**config.mk**
```make
export PLATFORM = sky130hd
export DESIGN_NAME = ldl_pwm_deadtime_flat
export DESIGN_NICKNAME = d
export VERILOG_FILES = /design/src/rtl/ldl_pwm_deadtime_if.sv /design/src/rtl/ldl_pwm_deadtime.sv /design/src/flat_wrapper.sv
export SDC_FILE = /design/constraint.sdc
export NUM_CORES = 1
export LEC_CHECK = 0
export ABC_AREA = 1
export CELL_PAD_IN_SITES_DETAIL_PLACEMENT = 0
export CELL_PAD_IN_SITES_GLOBAL_PLACEMENT = 1
export CORE_ASPECT_RATIO = 1.25
export CORE_MARGIN = 10
export CORE_UTILIZATION = 31
export CTS_BUF_LIST = sky130_fd_sc_hd__clkbuf_16
export CTS_CLUSTER_DIAMETER = 150
export DETAILED_ROUTE_END_ITERATION = 10
export PLACE_DENSITY_LB_ADDON = 0.1
export SYNTH_ARGS = -nofsm -noshare
export SYNTH_HDL_FRONTEND = slang
export SYNTH_SLANG_ARGS = --single-unit
```
**constraint.sdc**
```tcl
create_clock -name clk -period 2.3 [get_ports clk]
set_clock_uncertainty 0.2 [all_clocks]
set_input_delay 0.575 -clock clk [delete_from_list [all_inputs] [get_ports clk]]
set_output_delay 0.575 -clock clk [all_outputs]
set_load 0.01 [all_outputs]
```
**src/rtl/ldl_pwm_deadtime_if.sv**
```systemverilog
// Configuration bus of the LDL PWM generator: one period/duty pair offered
// with a valid/ready handshake into the shadow register.
interface ldl_pwm_deadtime_if #(
    parameter int WIDTH = 8
);
    logic             cfg_valid;
    logic             cfg_ready;
    logic [WIDTH-1:0] cfg_max;
    logic [WIDTH-1:0] cfg_duty;

    // Side that offers new settings
    modport master (
        output cfg_valid,
        output cfg_max,
        output cfg_duty,
        input  cfg_ready
    );

    // PWM generator side
    modport slave (
        input  cfg_valid,
        input  cfg_max,
        input  cfg_duty,
        output cfg_ready
    );
endinterface

```
**src/rtl/ldl_pwm_deadtime.sv**
```systemverilog
// PWM generator for the LDL up-counter. Closes the counter loop through
// cnt_max, double-buffers period/duty so updates land only at period wrap,
// and drives a complementary high/low pair separated by a programmable dead
// time in which both sides are low.
module ldl_pwm_deadtime #(
    parameter int WIDTH   = 8,
    parameter int DEAD    = 0,
    parameter int RST_MAX = 2**WIDTH-1
) (
    input  logic                 clk,
    input  logic                 rst_n,
    input  logic                 run,
    input  logic                 cnt_en,
    input  logic [WIDTH-1:0]     cnt,
    output logic [WIDTH-1:0]     cnt_max,
    ldl_pwm_deadtime_if.slave    cfg,
    output logic                 wrap,
    output logic                 out_h,
    output logic                 out_l
);

    // dt must hold DEAD-1; keep at least one bit so DEAD=0 still elaborates
    localparam int DTW = (DEAD > 0) ? $clog2(DEAD + 1) : 1;
    localparam logic [DTW-1:0]   DT_LOAD = (DEAD > 0) ? DTW'(DEAD - 1) : '0;
    localparam logic [WIDTH-1:0] MAX_RST = WIDTH'(RST_MAX);

    typedef enum logic [2:0] {
        IDLE,
        LOW,
        DT_H,
        HIGH,
        DT_L
    } state_t;

    logic [WIDTH-1:0] act_max;
    logic [WIDTH-1:0] act_duty;
    logic [WIDTH-1:0] shd_max;
    logic [WIDTH-1:0] shd_duty;
    logic             pending;
    logic             raw_q;
    logic             wrap_ev;
    logic             accept;
    logic [DTW-1:0]   dt;
    logic [DTW-1:0]   dt_n;
    state_t           state;
    state_t           state_n;

    // The counter restarts from 0 in the cycle it reaches the active period
    assign wrap_ev = cnt_en && (cnt >= act_max);
    assign accept  = cfg.cfg_valid && !pending;

    assign cfg.cfg_ready = !pending;
    assign cnt_max       = act_max;
    assign out_h         = (state == HIGH);
    assign out_l         = (state == LOW);

    // Shadow capture of offered settings; no reset needed, pending guards use
    always_ff @(posedge clk) begin
        if (accept) begin
            shd_max  <= cfg.cfg_max;
            shd_duty <= cfg.cfg_duty;
        end
    end

    // Active registers, pending flag and wrap pulse; shadow moves to active only at wrap
    always_ff @(posedge clk) begin
        if (!rst_n) begin
            act_max  <= MAX_RST;
            act_duty <= '0;
            pending  <= 1'b0;
            wrap     <= 1'b0;
        end else begin
            wrap <= wrap_ev;
            // ready is low while pending, so accept and apply never coincide
            if (wrap_ev && pending) begin
                act_max  <= shd_max;
                act_duty <= shd_duty;
                pending  <= 1'b0;
            end else if (accept) begin
                pending <= 1'b1;
            end
        end
    end

    // ---- stage p1: raw PWM compare, independent of cnt_en ----
    always_ff @(posedge clk) begin
        if (!rst_n) begin
            raw_q <= 1'b0;
        end else begin
            raw_q <= (cnt < act_duty);
        end
    end

    // ---- stage p2: output state and dead-time counter ----
    always_ff @(posedge clk) begin
        if (!rst_n) begin
            state <= IDLE;
            dt    <= '0;
        end else begin
            state <= state_n;
            dt    <= dt_n;
        end
    end

    // Next-state logic; run=0 wins over everything so both sides drop at once
    always_comb begin
        state_n = state;
        dt_n    = dt;
        if (!run) begin
            state_n = IDLE;
        end else begin
            case (state)
                IDLE: begin
                    if (raw_q) begin
                        state_n = (DEAD == 0) ? HIGH : DT_H;
                    end else begin
                        state_n = (DEAD == 0) ? LOW : DT_L;
                    end
                    dt_n = DT_LOAD;
                end
                LOW: begin
                    if (raw_q) begin
                        state_n = (DEAD == 0) ? HIGH : DT_H;
                        dt_n    = DT_LOAD;
                    end
                end
                DT_H: begin
                    if (!raw_q) begin
                        state_n = LOW;
                    end else if (dt == '0) begin
                        state_n = HIGH;
                    end else begin
                        dt_n = dt - DTW'(1);
                    end
                end
                HIGH: begin
                    if (!raw_q) begin
                        state_n = (DEAD == 0) ? LOW : DT_L;
                        dt_n    = DT_LOAD;
                    end
                end
                DT_L: begin
                    if (raw_q) begin
                        state_n = HIGH;
                    end else if (dt == '0) begin
                        state_n = LOW;
                    end else begin
                        dt_n = dt - DTW'(1);
                    end
                end
                default: begin
                    state_n = IDLE;
                end
            endcase
        end
    end

endmodule

```
**src/flat_wrapper.sv**
```systemverilog
// flat-port wrapper written by rule: the top's interface ports become plain ports
module ldl_pwm_deadtime_flat 
#(
    parameter int WIDTH   = 8,
    parameter int DEAD    = 0,
    parameter int RST_MAX = 2**WIDTH-1
)
  (clk, rst_n, run, cnt_en, cnt, cnt_max, wrap, out_h, out_l, cfg_cfg_valid, cfg_cfg_max, cfg_cfg_duty, cfg_cfg_ready);
  ldl_pwm_deadtime_if #(.WIDTH(WIDTH)) cfg_i ();
  input  logic clk;
  input  logic rst_n;
  input  logic run;
  input  logic cnt_en;
  input  logic [WIDTH-1:0] cnt;
  output logic [WIDTH-1:0] cnt_max;
  output logic wrap;
  output logic out_h;
  output logic out_l;
  input wire logic [$bits(cfg_i.cfg_valid)-1:0] cfg_cfg_valid;
  input wire logic [$bits(cfg_i.cfg_max)-1:0] cfg_cfg_max;
  input wire logic [$bits(cfg_i.cfg_duty)-1:0] cfg_cfg_duty;
  output wire logic [$bits(cfg_i.cfg_ready)-1:0] cfg_cfg_ready;
  assign cfg_i.cfg_valid = cfg_cfg_valid;
  assign cfg_i.cfg_max = cfg_cfg_max;
  assign cfg_i.cfg_duty = cfg_cfg_duty;
  assign cfg_cfg_ready = cfg_i.cfg_ready;
  ldl_pwm_deadtime #(.WIDTH(WIDTH), .DEAD(DEAD), .RST_MAX(RST_MAX)) u_core (.clk(clk), .rst_n(rst_n), .run(run), .cnt_en(cnt_en), .cnt(cnt), .cnt_max(cnt_max), .cfg(cfg_i), .wrap(wrap), .out_h(out_h), .out_l(out_l));
endmodule
```
### Sequential cells grouped by signal name, run 1

The bar under the picture is 20 um long. Other sequential cells in the stronger gray, the rest of the logic in the fainter gray.
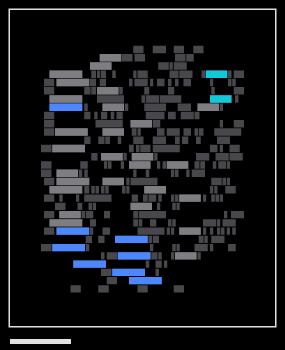
u_core.state -> cyan  # placed flops 2
u_core.shd_duty -> blue  # placed flops 8
total area of sequential cells: 901 um2
fraction of area in registers: 35.3%
P_seq: 0.000715 W
share of the core filled with cells: 46.5%

### Clock routing, run 1

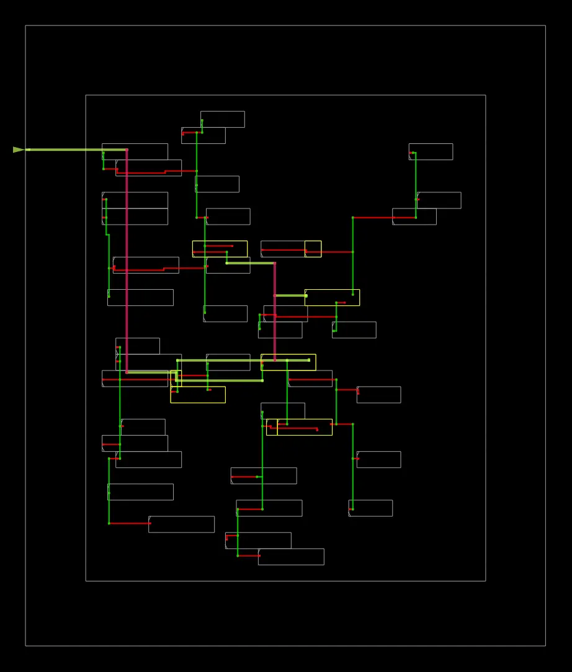
insertion delay of the later-clocked pin in the worst-skew pair: 0.28 ns
CTS Buf Count: 5
total number of clock tree sinks: 37

==> results.txt, run 1 <==
On the backend side, the flow ran end to end.

The flow ran to the end, and the final reports show no timing, DRC or antenna violations. The timing report shows that the slowest cell on the worst path is clkdlybuf4s50_1. In this run, the synthesized area fraction spent on AND-OR/OR-AND gates is recorded as 2.71%. Among all cell types in the netlist, the one instantiated most often is inv_1.

OpenSTA lists the critical path startpoint as cnt[7]. The via count of the first global-routing pass is 1402. The number of ports placed on the die boundary stands at 41. After synthesis, the cell types taking the most area are edfxtp_1 (27%), dfxtp_1 (24%), ha_1 (11%), inv_1 (9.4%), nand2_1 (8.3%).

The number of antenna violations at the first check in global routing came to 0. The number of nets with antenna violations after routing stands at 0. The global placement routability congestion stands at 0.749. The worst register-to-register path depth is 12.

The fraction of final layout cells sized beyond drive strength 1 stands at 12.5%. Looking at the clock tree report, the maximum root-to-sink buffer count equals 2. The worst-case max-slew headroom was logged as 68.9%. The power report attributes to the combinational group a share of 9.6%. Clock network power for this build is roughly 0.00065 W. The number of synthesis warnings stands at 0. The power spent charging and discharging nets stands at roughly 0.00032 W.

Setup slack closes at 0.110 ns. The dominant power group in this design is sequential cells. The clock network burns 42.9% of the power.

The average wire length per cell after detail routing stands at 12.8 um. The first global-routing pass estimated 6630 um of wire.
### Cells by drive strength, run 1

The bar under the picture is 20 um long.
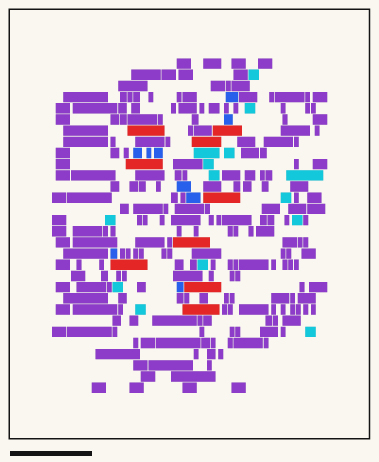
_0 and _1 cells -> purple  # cells 224, share 88%
_2 cells -> blue  # cells 9, share 3.5%
_6 and larger -> red  # cells 9, share 3.5%
_3 and _4 cells -> cyan  # cells 14, share 5.5%
non-clock buffer total of the final layout: 54
Final Instance Area: 2550 um2

## run 1: per-layer routing
metal | share of wire [%] | GRT usage (%)
met4 | 1.3 | 3.42
met1 | 45 | 10.8
met2 | 49 | 14.6
met5 | 0 | 0
met3 | 5.3 | 2.98
## run 1: metrics by stage
| stage | hold WS, ns | setup TNS (ns) | area, um2 | utilization [%] | instances |
|---|---|---|---|---|---|
| 2_1_floorplan | 0.194 | 0 | 1760 | - | 200 |
| 3_3_place_gp | 0.201 | -3.60 | 2300 | 41.9 | 308 |
| 3_5_place_dp | 0.209 | -3.63 | 2300 | 41.9 | 308 |
| 4_1_cts | 0.216 | 0 | 2440 | 44.5 | 316 |
| 6_report | 0.210 | 0 | 2550 | 46.5 | 320 |
| 5_1_grt | 0.259 | -0.00647 | 2550 | 46.5 | 320 |
## run 1: layout make-up
class | count | area (um2)
clock buffers | 5 | 125
inverters | 45 | 169
repair buffers | 54 | 566
flip-flops and latches | 37 | 901
clock inverters | 3 | 17.5
well taps | 64 | 80.1
fillers | 548 | 2930
multi-input cells | 112 | 691
## run 1: cells in the final DEF (no fill, tap or decap), types with 2 or more instances in the layout
cell              n
a21oi_1           6
ha_1             14
nand2_2           2
nand3_2           2
clkdlybuf4s50_1  35
nand2_1          39
nand3_1           9
dfxtp_1          21
clkbuf_16         7
dlymetal6s2s_1    5
nand4_1          17
buf_4            11
nor2_1           14
edfxtp_1         16
inv_1            44
clkinv_2          2
## run 1: repair_timing
item | 4_1_cts | 5_1_grt
endpoints found under the setup margin | 0 | 17
hold buffers | 0 | 0
resized | 0 | 8
## run 1: state kept, by name, summed over array words and instances (netlist names)
name and cells:
u_core.cnt_max 8, u_core.shd_max 8, u_core.raw_q 1, u_core.shd_duty 8, u_core.wrap 1, u_core.pending 1, u_core.act_duty 8, u_core.state 2
==> run 2, diff against run 1 <==
Settings changed: SLEW_MARGIN set to 30.
==> run 2 against run 1 <==
Area after synthesis did not move. Sequential power about the same. Global-route usage stayed put. Final area unchanged. Worst hold slack did not move. Non-clock buffer count unchanged. Combinational power barely moved. Largest power group unchanged.
==> results.txt, run 2 <==
On the backend side, the flow ran end to end.

The run finished with clean final reports. The report puts the cell count of the worst reg-to-reg path at 12. Once layout is complete, the utilization of the core stands at 46.5%. The total placed instance area stands at around 2300 um2. The number of synthesis warnings stands at 0.

The area of the multi-input gates stands at 691 um2. Per the TritonCTS log, the buffer count is 5. The number of ports placed on the die boundary stands at 41. By instance count, the leading cell after synthesis is inv_1. The number of clock sinks seen by CTS stands at 37. Yosys attributes the largest share of cell area to edfxtp_1 (27%), dfxtp_1 (24%), ha_1 (11%), inv_1 (9.4%), nand2_1 (8.3%). The longest clock path from root to sink contains 2 buffers.

The worst pin sits at a relative slew slack of 68.9%. Including well taps, the total number of placed cells is between 300 and 400. The number of antenna violations at the first check in global routing came to 0.

For this run, the number of standard cells in the final layout without fillers is 320. Across the whole layout, storage elements account for between 900 and 1000 um2. After routing, the total negative slack on setup checks comes to 0 ns. Global routing used 10.8% of the available met1 tracks. The placement summary gives the final routability congestion estimate as 0.749. The final report gives the standard cell area, fillers excluded, as 2550 um2. The via count of the first global-routing pass is around 1400. The least setup slack across all paths after layout stands at 0.110 ns. The fraction of final layout cells sized beyond drive strength 1 stands at about an eighth. Combinational cells account for 9.6% of the total power. The global router reports that the layer with the highest usage is met2.
run 2: cell counts in the layout (fill, tap and decap cells not counted):
Identical to the previous run, type by type.
run 2: how the worst max path moves through the flow:
stage | from | end | slack, ns | depth (start not counted)
6_report | cnt[7] | u_core.act_duty[4] | 0.11 | 9
5_1_grt | cnt[7] | u_core.act_duty[4] | -0.006 | 9
4_1_cts | cnt[3] | u_core.act_duty[4] | 0.05 | 12
3_5_place_dp | cnt[3] | u_core.act_duty[4] | -0.23 | 12
3_3_place_gp | cnt[0] | u_core.cnt_max[6] | -0.22 | 12
2_1_floorplan | u_core.pending | u_core.shd_duty[0] | 0.34 | 3
run 2: kinds of logic (layout without fill, tap and decap cells):
logic type | Yosys count | in the layout | share of synthesized area, %
AND/OR/NAND/NOR | 86 | 88 | 23.4
adder cells (fa/ha/maj) | 15 | 15 | 10.7
buffers and inverters | 53 | 107 | 12.0
flip-flops | 37 | 37 | 51.3
AND-OR/OR-AND | 9 | 9 | 2.71
run 2: critical path: stages:
cell	delay, ns
clkdlybuf4s50_1	0.42
ha_1	0.33
a21oi_2	0.14
o21a_1	0.23
nand2_8	0.11
buf_12	0.15
nand4_1	0.07
nand2_1	0.07
nor2_1	0.10
run 2: repair_timing:
action                                  CTS  global route
endpoints found under the hold margin     0             0
gates resized                             0             8
buffers inserted                          0             0
endpoints found under the setup margin    0            17
hold buffers                              0             0
run 2: final cells by class:
type                            count  share of cell area, %
Clock buffer                        5                   4.91
Tap cell                           64                   3.14
Timing Repair Buffer               54                   22.2
Inverter                           45                   6.63
Clock inverter                      3                  0.687
Sequential cell                    37                   35.3
Multi-Input combinational cell    112                   27.1
run 2: metal layers:
layer / up-vias / routed length (um)
li1: 755 / -
met1: 613 / 1830
met3: 5 / 216
met2: 30 / 1980
met4: 0 / 53
met5: - / 0
### Clock network drawn from the DEF, run 2

The bar under the picture is 20 um long.
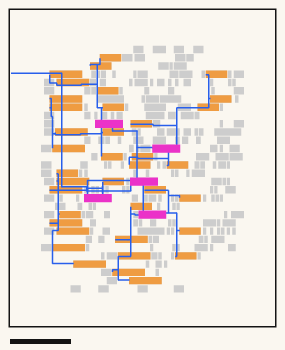
clock wires -> blue  # length 484 um
flip-flops -> orange  # count 37
clock drivers -> magenta  # count 5
routed clock nets = 6
clk pwr: 0.000647 W
clock share of power: 42.9%

### A small window of the routed layout, run 2

Region (50, 11) to (80, 41) um. Cells in gray, sequential cells in the stronger gray; small squares are vias.
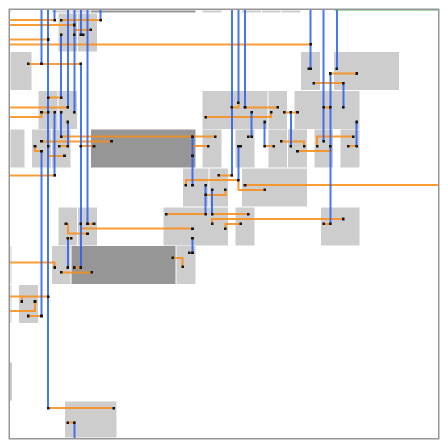
metal 1 -> orange
metal 3 -> green
metal 2 -> blue
most frequent = inv_1 (10), nand2_1 (8)
netlist names of flops here include = u_core.act_duty (2)
sequential cells in the window = 2
cells with their middle in the window = 31

Power and IR drop assume default switching activity.
